`src/rtl/mem_init_loader.sv`:
```
// Byte-stream to dual-slot loader for data memory initialisation: packs bytes
// little-endian into 64-bit pairs and writes them at A and A+4 while holding the core.
`timescale 1ns/1ps
module mem_init_loader #(
  parameter int ADDR_W    = 12,
  parameter int MEM_BYTES = 4096,
  parameter int CNT_W     = 13
) (
  input  logic              Clk,
  input  logic              Rst,
  input  logic              start,
  input  logic [ADDR_W-1:0] base_addr,
  input  logic [CNT_W-1:0]  byte_count,
  input  logic [7:0]        byte_in,
  input  logic              byte_valid,
  output logic              byte_ready,
  output logic [ADDR_W-1:0] mem_address,
  output logic [31:0]       mem_datain1,
  output logic [31:0]       mem_datain2,
  output logic [3:0]        mem_wr,
  output logic              mem_load_en,
  output logic              core_hold,
  output logic              busy,
  output logic              done
);

  typedef enum logic [1:0] {
    IDLE    = 2'd0,
    COLLECT = 2'd1,
    WRITE   = 2'd2,
    DONE    = 2'd3
  } state_t;

  state_t            state;
  logic [63:0]       pack_buf;
  logic [63:0]       pack_next;
  logic [2:0]        idx;
  logic [CNT_W-1:0]  remaining;
  logic [ADDR_W-1:0] addr_q;
  logic              accept;

  // Pair address advance, wrapping modulo the memory size.
  function automatic logic [ADDR_W-1:0] wrap_add8(input logic [ADDR_W-1:0] a);
    logic [ADDR_W:0] sum;
    sum = {1'b0, a} + (ADDR_W+1)'(8);
    if (sum >= (ADDR_W+1)'(MEM_BYTES))
      sum = sum - (ADDR_W+1)'(MEM_BYTES);
    return sum[ADDR_W-1:0];
  endfunction

  // byte_ready is registered and only high in COLLECT, so this is the handshake.
  assign accept = byte_valid & byte_ready;

  always_comb begin
    pack_next = pack_buf;
    pack_next[{idx, 3'b000} +: 8] = byte_in;
  end

  assign core_hold = busy;

  always_ff @(posedge Clk) begin
    if (Rst) begin
      state       <= IDLE;
      pack_buf    <= '0;
      idx         <= '0;
      remaining   <= '0;
      addr_q      <= '0;
      byte_ready  <= 1'b0;
      mem_address <= '0;
      mem_datain1 <= '0;
      mem_datain2 <= '0;
      mem_wr      <= '0;
      mem_load_en <= 1'b0;
      busy        <= 1'b0;
      done        <= 1'b0;
    end else begin
      done        <= 1'b0;
      mem_load_en <= 1'b0;
      mem_wr      <= '0;
      mem_address <= '0;
      mem_datain1 <= '0;
      mem_datain2 <= '0;
      case (state)
        IDLE: begin
          if (start) begin
            busy <= 1'b1;
            if (byte_count != '0) begin
              addr_q     <= base_addr;
              remaining  <= byte_count;
              byte_ready <= 1'b1;
              state      <= COLLECT;
            end else begin
              done  <= 1'b1;
              state <= DONE;
            end
          end
        end
        COLLECT: begin
          if (accept) begin
            pack_buf  <= pack_next;
            idx       <= idx + 3'd1;
            remaining <= remaining - CNT_W'(1);
            // Last lane or last byte: present the pair in the very next cycle.
            if (idx == 3'd7 || remaining == CNT_W'(1)) begin
              byte_ready  <= 1'b0;
              mem_load_en <= 1'b1;
              mem_wr      <= 4'hF;
              mem_address <= addr_q;
              mem_datain1 <= pack_next[31:0];
              mem_datain2 <= pack_next[63:32];
              state       <= WRITE;
            end
          end
        end
        WRITE: begin
          addr_q   <= wrap_add8(addr_q);
          pack_buf <= '0;
          idx      <= '0;
          if (remaining == '0) begin
            done  <= 1'b1;
            state <= DONE;
          end else begin
            byte_ready <= 1'b1;
            state      <= COLLECT;
          end
        end
        DONE: begin
          busy  <= 1'b0;
          state <= IDLE;
        end
        default: state <= IDLE;
      endcase
    end
  end

endmodule

```
`config.mk`:
```
export PLATFORM = sky130hd
export DESIGN_NAME = mem_init_loader
export DESIGN_NICKNAME = d
export VERILOG_FILES = /design/src/rtl/mem_init_loader.sv
export SDC_FILE = /design/constraint.sdc
export NUM_CORES = 1
export LEC_CHECK = 0
export ABC_AREA = 0
export CAP_MARGIN = 5
export CORE_ASPECT_RATIO = 0.5
export CORE_MARGIN = 2
export CORE_UTILIZATION = 50
export CTS_BUF_LIST = sky130_fd_sc_hd__clkbuf_16
export CTS_CLUSTER_DIAMETER = 80
export DETAILED_ROUTE_END_ITERATION = 16
export PLACE_DENSITY_LB_ADDON = 0.25
export SLEW_MARGIN = 20
export SYNTH_ARGS = -nofsm -noshare
export SYNTH_HDL_FRONTEND = slang
export SYNTH_SLANG_ARGS = --single-unit
export TNS_END_PERCENT = 10
```
`constraint.sdc`:
```
create_clock -name Clk -period 5.7 [get_ports Clk]
set_input_delay 0.855 -clock Clk [delete_from_list [all_inputs] [get_ports Clk]]
set_output_delay 0.855 -clock Clk [all_outputs]
set_load 0.05 [all_outputs]
```
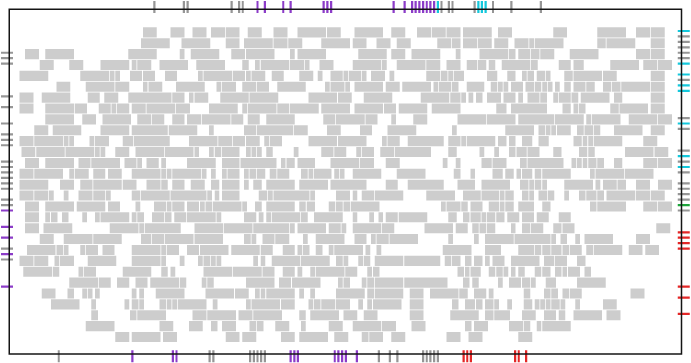
Figure 1: run 1, pin placement.
Drawn at 4 px/micron. Pins as bars across the die edge, other pins in gray.
cyan -> mem_address  # pins 12, direction output, edge 8 right, 4 top
green -> done  # pins 1, direction output, edge right
purple -> mem_datain1  # pins 32, direction output, edge 16 top, 11 bottom, 5 left
red -> byte_count  # pins 13, direction input, edge 7 right, 6 bottom
all pins by edge = 33 bottom, 33 top, 32 right, 24 left

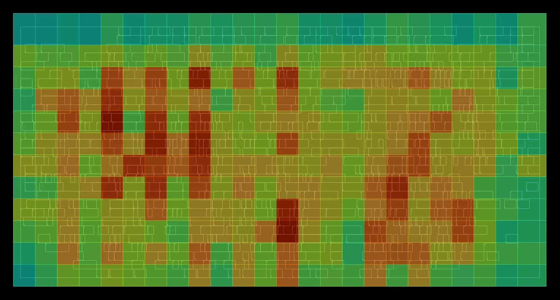
Figure 2: run 1, routing congestion map.
routed len/inst: 16.40 microns
M3 GR Usage: 4.476%

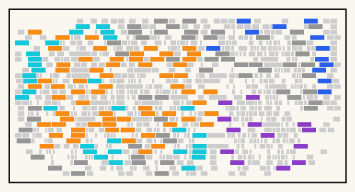
Figure 3: run 1, sequential cells colored by netlist name.
Drawn at 2 px/micron. Other sequential cells in the stronger gray, the rest of the logic in the fainter gray.
cyan -> mem_datain2  # placed flops 32
purple -> remaining  # placed flops 13
blue -> mem_address  # placed flops 12, where top right
orange -> pack_buf  # placed flops 64
not colored = 53

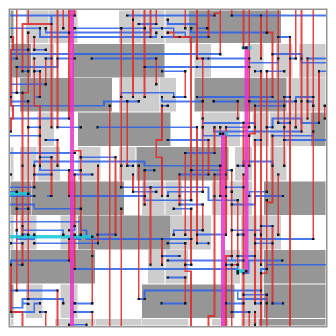
Figure 4: run 1, layout detail.
Window x 71 to 96, y 13 to 38 microns. Cells in gray, sequential cells in the stronger gray; small squares are vias.
cyan -> M3
blue -> M1
magenta -> M4
red -> M2
netlist names of flops here include = mem_datain2 (6), pack_buf (4), mem_datain1 (3)
sequential cells in the window = 13
cells with their middle in the window = 52
most frequent = nand2_1 (18), dfxtp_1 (13), a21oi_1 (10)

-- run 1: metal layers --
| metal | vias up | track usage [%] | part of all wire, % |
|---|---|---|---|
| li1 | 2725 | - | - |
| met1 | 2675 | 32.40 | 48 |
| met2 | 197 | 35.87 | 44 |
| met3 | 19 | 4.476 | 6.2 |
| met4 | 0 | 6.719 | 1.1 |
| met5 | - | 0 | 0 |
-- run 1: sequential cells by signal (all words and copies together) (netlist names), 2 cells and up --
register / count
mem_datain2: 32
state: 2
pack_buf: 64
idx: 3
mem_address: 12
remaining: 13
mem_datain1: 32
addr_q: 12
-- run 1: how the worst max path moves through the flow --
stage          slack [ns]               to      from  cells past startpoint
4_1_cts              2.00  mem_datain1[15]  state[0]                      5
3_5_place_dp         2.00  mem_datain1[15]  state[0]                      5
3_3_place_gp         2.23  mem_datain2[24]  state[0]                      5
2_1_floorplan        3.36     pack_buf[16]    idx[0]                      9
6_report             1.91  mem_datain1[14]  state[0]                      5
5_1_grt              1.54  mem_datain1[12]  state[0]                      5
-- run 1: placed cells by master, fill, tap and decap left out, types with 6 or more instances in the layout --
cell	netlist	final
mux2i_1	34	34
clkdlybuf4s50_1	0	121
nand3_1	10	10
nand2_1	104	104
nor3_1	13	13
a22o_1	62	62
dfxtp_1	174	174
inv_1	10	10
nor2_1	71	71
or3_1	6	6
o32ai_1	8	8
ha_1	9	9
clkbuf_16	0	17
nor4_1	10	10
a21oi_1	61	61
and2_1	18	18
o21ai_0	11	11
-- run 1: power by group --
group | total, mW | leakage, nW | internal, mW | switching [mW]
combinational | 0.263 | 1.48 | 0.103 | 0.160
clock | 1.16 | 0.287 | 0.653 | 0.506
sequential | 1.27 | 1.41 | 1.24 | 0.0300
==> qor.yml, run 1 <==
run_status:
  status: "finished, final reports clean"
pwr:
  powerDensity_mw_per_mm2: 317.7
  p_leak_nw: 3.177
critical_path:
  rr_worst_depth: 5
  regToRegEndpoint: "mem_datain1[14]"
  cp_top_family: "simple AND/OR/NAND/NOR gates"
  crit_slowest_cell: "nor3_1"
  path_cells: "nand2b_1 -> nor3_1 -> nand2b_2 -> buf_4 -> a21oi_1"
  r2r_slack_ns: 1.91
  critPathKind: "reg -> reg"
  cp.arrival_ns: 4.14
  worstSetupStartpointType: "flop"
  timing.critical_path.buf_inv: 1
  cp_max_fo: 40
synth:
  ys_sh_xor_pct: 0
  synth-area-yosys_sq_mm: 0.006696
  yosysTopAreaCellShare_pct: 52.02
  ys_async_sr_fraction_pct: 0
  yosysWarnings: 0
  synth_seq_share_pct: 52.02
  largest_area_cell: "dfxtp_1"
  common_cells: "dfxtp_1 (174), nand2_1 (104), nor2_1 (71)"
  edf_count: 0
  avgSynthCellArea_sq_um: 9.211
  netlist_area_sq_mm: 0.006696
  synthCells: 727
  ff_type: "dfxtp_1"
  ys_cells: 727
  most_common_cell: "dfxtp_1"
  synth.logic.top_family: "AND-OR/OR-AND gates"
final_layout:
  drive_gt1_share_pct: 5.225
  fin_nets: 856
  clkbuf_count: 17
  comb_area_sq_mm: 0.002925
  final_core_util_pct: 65.76
  areaGrowthSynthToFinish_pct: 26.49
  sh_seq_area_pct: 41.12
  fin_area_sq_mm: 0.008471
  n_antenna_cell: 0
  largest_cell_class: "sequential cells"
  signal_buffers: 123
  buf_share_pct: 14.48
  regArea_sq_mm: 0.003483
  stdcell_count: 993
  inv_count: 10
  n_fill_cell: 1020
global_routing:
  grt_pass1_wl_mm: 26.60
  track_usage_pct: 22.88
  grt_overflow: 0
  grt_pass1_vias: 5293
  grt_max_degree: 41
final_timing:
  max_freq_mhz: 263.7
  rsz0062_at_grt: "false"
  worst_hold_slack_ns: 0.4633
  skew_ns: 0.01316
  hold_violations: 0
  fin_ws_ns: 1.908
  setup_tns_ns: 0
  worstMarginPinSlew_ns: 0.9903
  setup_viol: 0
die:
  core_area_sq_mm: 0.01288
  pin_count: 122
  die_h_microns: 85.83
  fp_util_pct: 51.99
hold_path:
  hold_path_class: "reg -> reg"
  worstHoldStart: "pack_buf[28]"
  min_to: "mem_datain1[28]"
route:
  ant_nets: 0
  drt-total-wl_mm: 16.29
  via_per_inst: 5.656
  drt_iter0_markers: 288
clocking:
  clk_path_buf_depth: 2
  clock-sinks: 174
  h-tree-depth: 4
  clkTransAtPathRegs_ns: 0.07
  cts_setup_buffers: 0
  tritoncts: "yes"
placed_design:
  place.gp.congestion: 0.8283
  io_buffers: 121
flow_run:
  drv_cap: 0
Figure 5. Gate-type map (run 1).
Drawn at 2 px/micron.
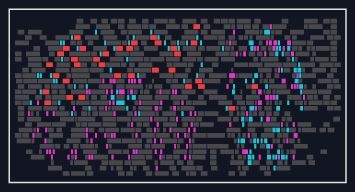

==> run 2: changes to the inputs <==
==> constraint.sdc (replaced) <==
create_clock -name Clk -period 3.56 [get_ports Clk]
set_input_delay 0.534 -clock Clk [delete_from_list [all_inputs] [get_ports Clk]]
set_output_delay 0.534 -clock Clk [all_outputs]
set_load 0.05 [all_outputs]
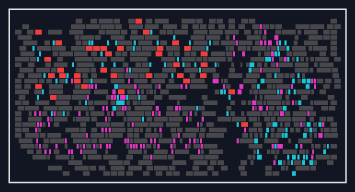
Figure 6: run 2, gate-type map.
Drawn at 2 px/micron.
cyan -> nor cells  # cells 103, where all over the die
red -> mux cells  # cells 34
magenta -> nand cells  # cells 125

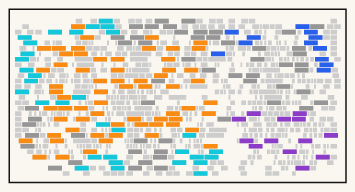
Figure 7: run 2, sequential cells colored by netlist name.
Drawn at 2 px/micron. Other sequential cells in the stronger gray, the rest of the logic in the fainter gray.
blue -> mem_address  # placed flops 12, where top right
orange -> pack_buf  # placed flops 64
purple -> remaining  # placed flops 13, where bottom right
cyan -> mem_datain2  # placed flops 32
not colored = 53

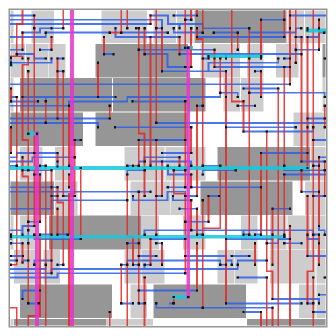
Figure 8: run 2, layout detail.
Window x 71 to 96, y 13 to 38 microns. Cells in gray, sequential cells in the stronger gray; small squares are vias.
cyan -> M3
blue -> M1
red -> M2
magenta -> M4
cells with their middle in the window = 52
sequential cells in the window = 11
netlist names of flops here include = pack_buf (7), mem_datain1 (2), mem_datain2 (2)
most frequent = nand2_1 (19), dfxtp_1 (11), a21oi_1 (10)

==> run 2 against run 1 <==
Core utilization grew 0.30 points. Cell count up 0.70%. Design area rose by 0.46%.
==> qor.yml, run 2 <==
clocking:
  clock-sinks: 174
  cts_setup_buffers: 0
  tritoncts: "yes"
  h-tree-depth: 4
  clk_path_buf_depth: 2
global_routing:
  grt_pass1_vias: 5331
  grt_pass1_wl_mm: 26.79
  grt_max_degree: 44
  grt_overflow: 0
  track_usage_pct: 23.05
final_timing:
  worstMarginPinSlew_ns: 0.8172
  setup_tns_ns: 0
  worst_hold_slack_ns: 0.4512
  skew_ns: 0.01289
  max_freq_mhz: 352.1
  setup_viol: 0
  hold_violations: 0
critical_path:
  cpPeakStageDelay_ns: 0.67
  cp.arrival_ns: 3.19
  critPathKind: "reg -> reg"
  timing.critical_path.buf_inv: 2
  path_cells: "buf_4 -> inv_1 -> ha_1 -> ha_1 -> nor2_1 -> nand4b_1 -> nor2_1 -> a22o_1"
  rr_worst_depth: 8
  worstSetupStartpointType: "flop"
  regToRegEndpoint: "pack_buf[7]"
  crit_slowest_cell: "nor2_1"
  cp_top_family: "simple AND/OR/NAND/NOR gates"
route:
  wl_per_cell_microns: 16.26
  drt_iter0_markers: 423
  ant_nets: 0
  via_per_inst: 5.687
  vias: 5687
hold_path:
  min_to: "mem_address[2]"
  min_path_cells: 1
  hold_path_class: "reg -> reg"
  worstHoldStart: "addr_q[2]"
pwr:
  p_leak_nw: 3.202
  powerDensity_mw_per_mm2: 495.8
synth:
  synth_seq_share_pct: 52.02
  ys_async_sr_fraction_pct: 0
  ys_sh_xor_pct: 0
  netlist_area_sq_mm: 0.006696
  synthDistinctLibCells: 55
  synth.logic.top_family: "AND-OR/OR-AND gates"
  common_cells: "dfxtp_1 (174), nand2_1 (104), nor2_1 (71)"
  synth-adder-area-share_pct: 1.682
  synthCells: 727
  ff_type: "dfxtp_1"
  edf_count: 0
  largest_area_cell: "dfxtp_1"
  synth-area-yosys_sq_mm: 0.006696
  yosysWarnings: 0
  most_common_cell: "dfxtp_1"
  avgSynthCellArea_sq_um: 9.211
  ys_cells: 727
final_layout:
  drive_gt1_share_pct: 6.024
  regMostFlops: "pack_buf"
  largest_register_ffs: 64
  n_antenna_cell: 0
  stdcell_count: 1000
  reg.largest.list: "pack_buf (64), mem_datain1 (32), mem_datain2 (32)"
  fin_area_sq_mm: 0.008509
die:
  core_area_sq_mm: 0.01288
  fp_util_pct: 51.99
  pin_count: 122
  die_h_microns: 85.83
flow_run:
  drv_cap: 0
placed_design:
  io_buffers: 121
  place.gp.congestion: 0.8517
run_status:
  status: "finished, final reports clean"
==> run 2: netlist changes by cell type in the layout (fill, tap and decap cells not counted), sizes merged <==
cell      before  now
inv           15   16
buf            2   10
clkinv         7    4
bufinv         2    1
clkinvlp       1    3
==> run 2: metal layers <==
| layer | routed length (microns) | track usage (%) | up-vias |
|---|---|---|---|
| met5 | 0 | 0 | - |
| met4 | 240 | 7.668 | 0 |
| met3 | 919 | 4.061 | 23 |
| met2 | 7206 | 35.57 | 204 |
| met1 | 7898 | 33.03 | 2718 |
| li1 | - | - | 2742 |
==> run 2: logic make-up after synthesis <==
kind of cell | Yosys count
and+or+nand+nor | 263
adders and majority gates | 9
DFF | 174
muxes | 34
AOI/OAI and AO/OA | 178
buffers and inverters | 69
==> run 2: worst max path at each step <==
stage                start         endpoint  slack [ns]  cells after the start
CTS                 idx[0]      pack_buf[7]        0.77                      8
global route        idx[0]      pack_buf[7]        0.48                      8
finish              idx[0]      pack_buf[7]        0.72                      8
detailed placement     Rst   mem_address[9]        0.74                      6
floorplan           idx[0]     pack_buf[16]        1.22                      9
global placement       Rst  mem_address[10]        0.82                      6
==> run 2: area by class of cell <==
type / count / area [sq um]
Fill cell: 1018 / 4372
Sequential cell: 174 / 3483
Multi-Input combinational cell: 484 / 2922
Timing Repair Buffer: 131 / 1299
Clock buffer: 17 / 425.4
Tap cell: 170 / 212.7
Clock inverter: 14 / 130.1
Inverter: 10 / 37.54
==> run 2: power by group <==
| part | switching [mW] | total (mW) | internal (mW) |
|---|---|---|---|
| sequential | 0.0457 | 2.03 | 1.98 |
| combinational | 0.260 | 0.432 | 0.173 |
| clock | 0.786 | 1.76 | 0.971 |
Figure 9. Routing congestion map (run 2).
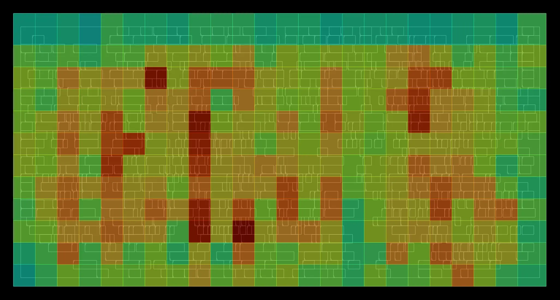

==> run 3: changes to the inputs <==
==> constraint.sdc (replaced) <==
create_clock -name Clk -period 2.65 [get_ports Clk]
set_input_delay 0.3975 -clock Clk [delete_from_list [all_inputs] [get_ports Clk]]
set_output_delay 0.3975 -clock Clk [all_outputs]
set_load 0.05 [all_outputs]
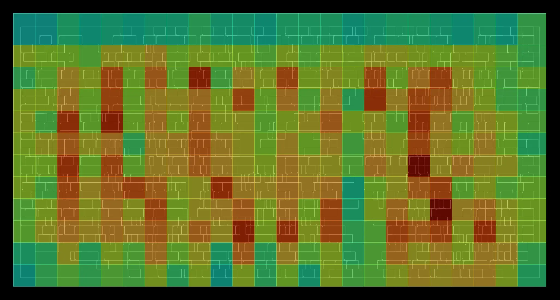
Figure 10: run 3, routing congestion map.
global-route usage over all layers: 22.89%
M3 GR Usage: 5.399%
routed len/inst: 15.82 microns
M1 GR Usage: 31.29%
global route hottest layer: met2

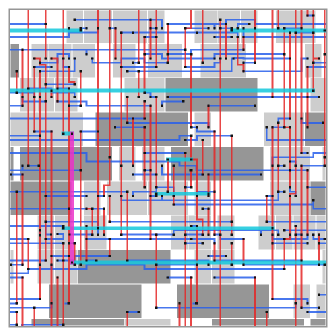
Figure 11: run 3, layout detail.
Window x 71 to 96, y 13 to 38 microns. Cells in gray, sequential cells in the stronger gray; small squares are vias.

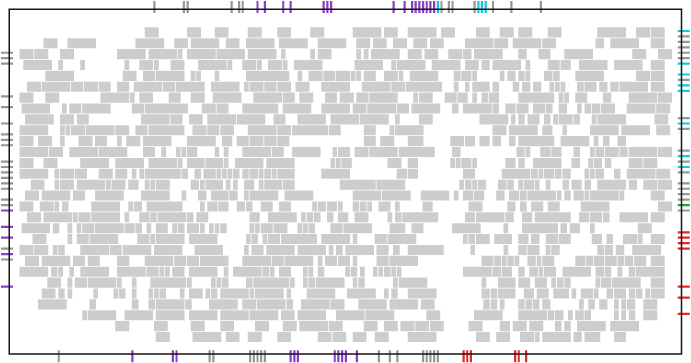
Figure 12: run 3, pin placement.
Drawn at 4 px/micron. Pins as bars across the die edge, other pins in gray.
die width: 167.7 microns
DIE HEIGHT: 85.83 microns

==> run 3 against run 2 <==
Via count shrank 0.53%. Register-to-register slack worse by 0.43 ns. Clock skew down 0.00077 ns. Non-clock buffer count up 17. Global-route usage is 0.16 points lower. Flip-flop count unchanged. Design area rose by 1.7%.
==> qor.yml, run 3 <==
route:
  routed-wl-met2_mm: 7.082
  vias: 5657
  ant_nets: 0
  routed.top_layer: "met4"
  drt_iter0_markers: 421
global_routing:
  grt_use_met2_pct: 35.84
  grt_overflow: 0
  grt_max_degree: 36
  grt_pass1_wl_mm: 26.28
run_status:
  status: "finished, final reports clean"
critical_path:
  cpPeakStageDelay_ns: 0.47
  regToRegEndpoint: "pack_buf[39]"
  rr_worst_depth: 7
  crit_slowest_cell: "dfxtp_1"
  cp_max_fo: 8
  timing.critical_path.buf_inv: 1
  cp_top_family: "simple AND/OR/NAND/NOR gates"
  worstSetupStartpointType: "flop"
  r2r_slack_ns: 0.29
final_layout:
  lay_top_count: "dfxtp_1"
  final_cell_mix: "dfxtp_1 (174), clkdlybuf4s50_1 (121), nand2_1 (104)"
  n_antenna_cell: 0
  reg.largest.list: "pack_buf (64), mem_datain1 (32), mem_datain2 (32)"
  fin_nets: 881
  largest_register_ffs: 64
clocking:
  tritoncts: "yes"
  clkTransAtPathRegs_ns: 0.06
  h-tree-depth: 4
  cts_setup_buffers: 0
synth:
  yosysTopAreaCellShare_pct: 52.02
  avgSynthCellArea_sq_um: 9.211
  netlist_area_sq_mm: 0.006696
  synth_seq_share_pct: 52.02
  common_cells: "dfxtp_1 (174), nand2_1 (104), nor2_1 (71)"
  synthDistinctLibCells: 55
  ys_async_sr_fraction_pct: 0
placed_design:
  place.gp.congestion: 0.8443
final_timing:
  hold_violations: 0
  setup_viol: 0
  worst_hold_slack_ns: 0.4576
  max_freq_mhz: 424.3
  setup_tns_ns: 0
pwr:
  p_int_mw: 4.310
  p_clk_share_pct: 42.9
  combPwrFrac_pct: 10.2
  swShare_pct: 25.82
  p_leak_nw: 3.294
flow_run:
  drv_cap: 0
hold_path:
  hold_path_class: "reg -> reg"
  worstHoldStart: "addr_q[1]"
  min_to: "mem_address[1]"
  min_path_cells: 1
die:
  pin_count: 122
-- run 3: area by class of cell --
| cell class | instances | area [sq um] | area share [%] |
|---|---|---|---|
| clock inverter | 15 | 158.9 | 1.836 |
| clock buffer | 17 | 425.4 | 4.916 |
| sequential | 174 | 3483 | 40.25 |
| multi-input combinational | 484 | 2922 | 33.76 |
| inverter | 10 | 37.54 | 0.4338 |
| tap | 170 | 212.7 | 2.458 |
| timing repair buffer | 148 | 1414 | 16.34 |
-- run 3: power groups by stage --
stage / sequential (mW) / clock, mW / combinational (mW)
after floorplan: 2.77 / 0 / 0.404
after global placement: 2.78 / 0 / 0.575
after detailed placement: 2.78 / 0 / 0.583
after CTS: 2.72 / 2.52 / 0.587
after global routing: 2.73 / 2.65 / 0.649
final: 2.73 / 2.49 / 0.594
-- run 3: cell families (layout without fill, tap and decap cells) --
kind of cell    after synthesis  count (layout)  synth area share [%]
mux                          34              34                 5.082
fa+ha+maj                     9               9                 1.682
simple gates                263             263                 18.07
compound gates              178             178                 18.76
buf+inv                      69             190                 4.391
flops                       174             174                 52.02
-- run 3: metrics by stage --
stage	setup WS (ns)	util, %
after floorplan	0.3112	-
after global placement	0.3098	62.64
after detailed placement	0.2369	62.64
after CTS	0.3217	67.18
after global routing	0.09964	67.18
final	0.2930	67.18
-- run 3: worst max path at each step --
stage,slack [ns],cells after the start,endpoint,startpoint
3_3_place_gp,0.31,7,remaining[12],byte_count[6]
5_1_grt,0.1,7,pack_buf[52],idx[0]
2_1_floorplan,0.31,9,pack_buf[16],idx[0]
4_1_cts,0.32,7,pack_buf[39],idx[0]
6_report,0.29,7,pack_buf[39],idx[0]
3_5_place_dp,0.24,7,remaining[12],byte_count[0]
Power is estimated from default activity; no workload was simulated.
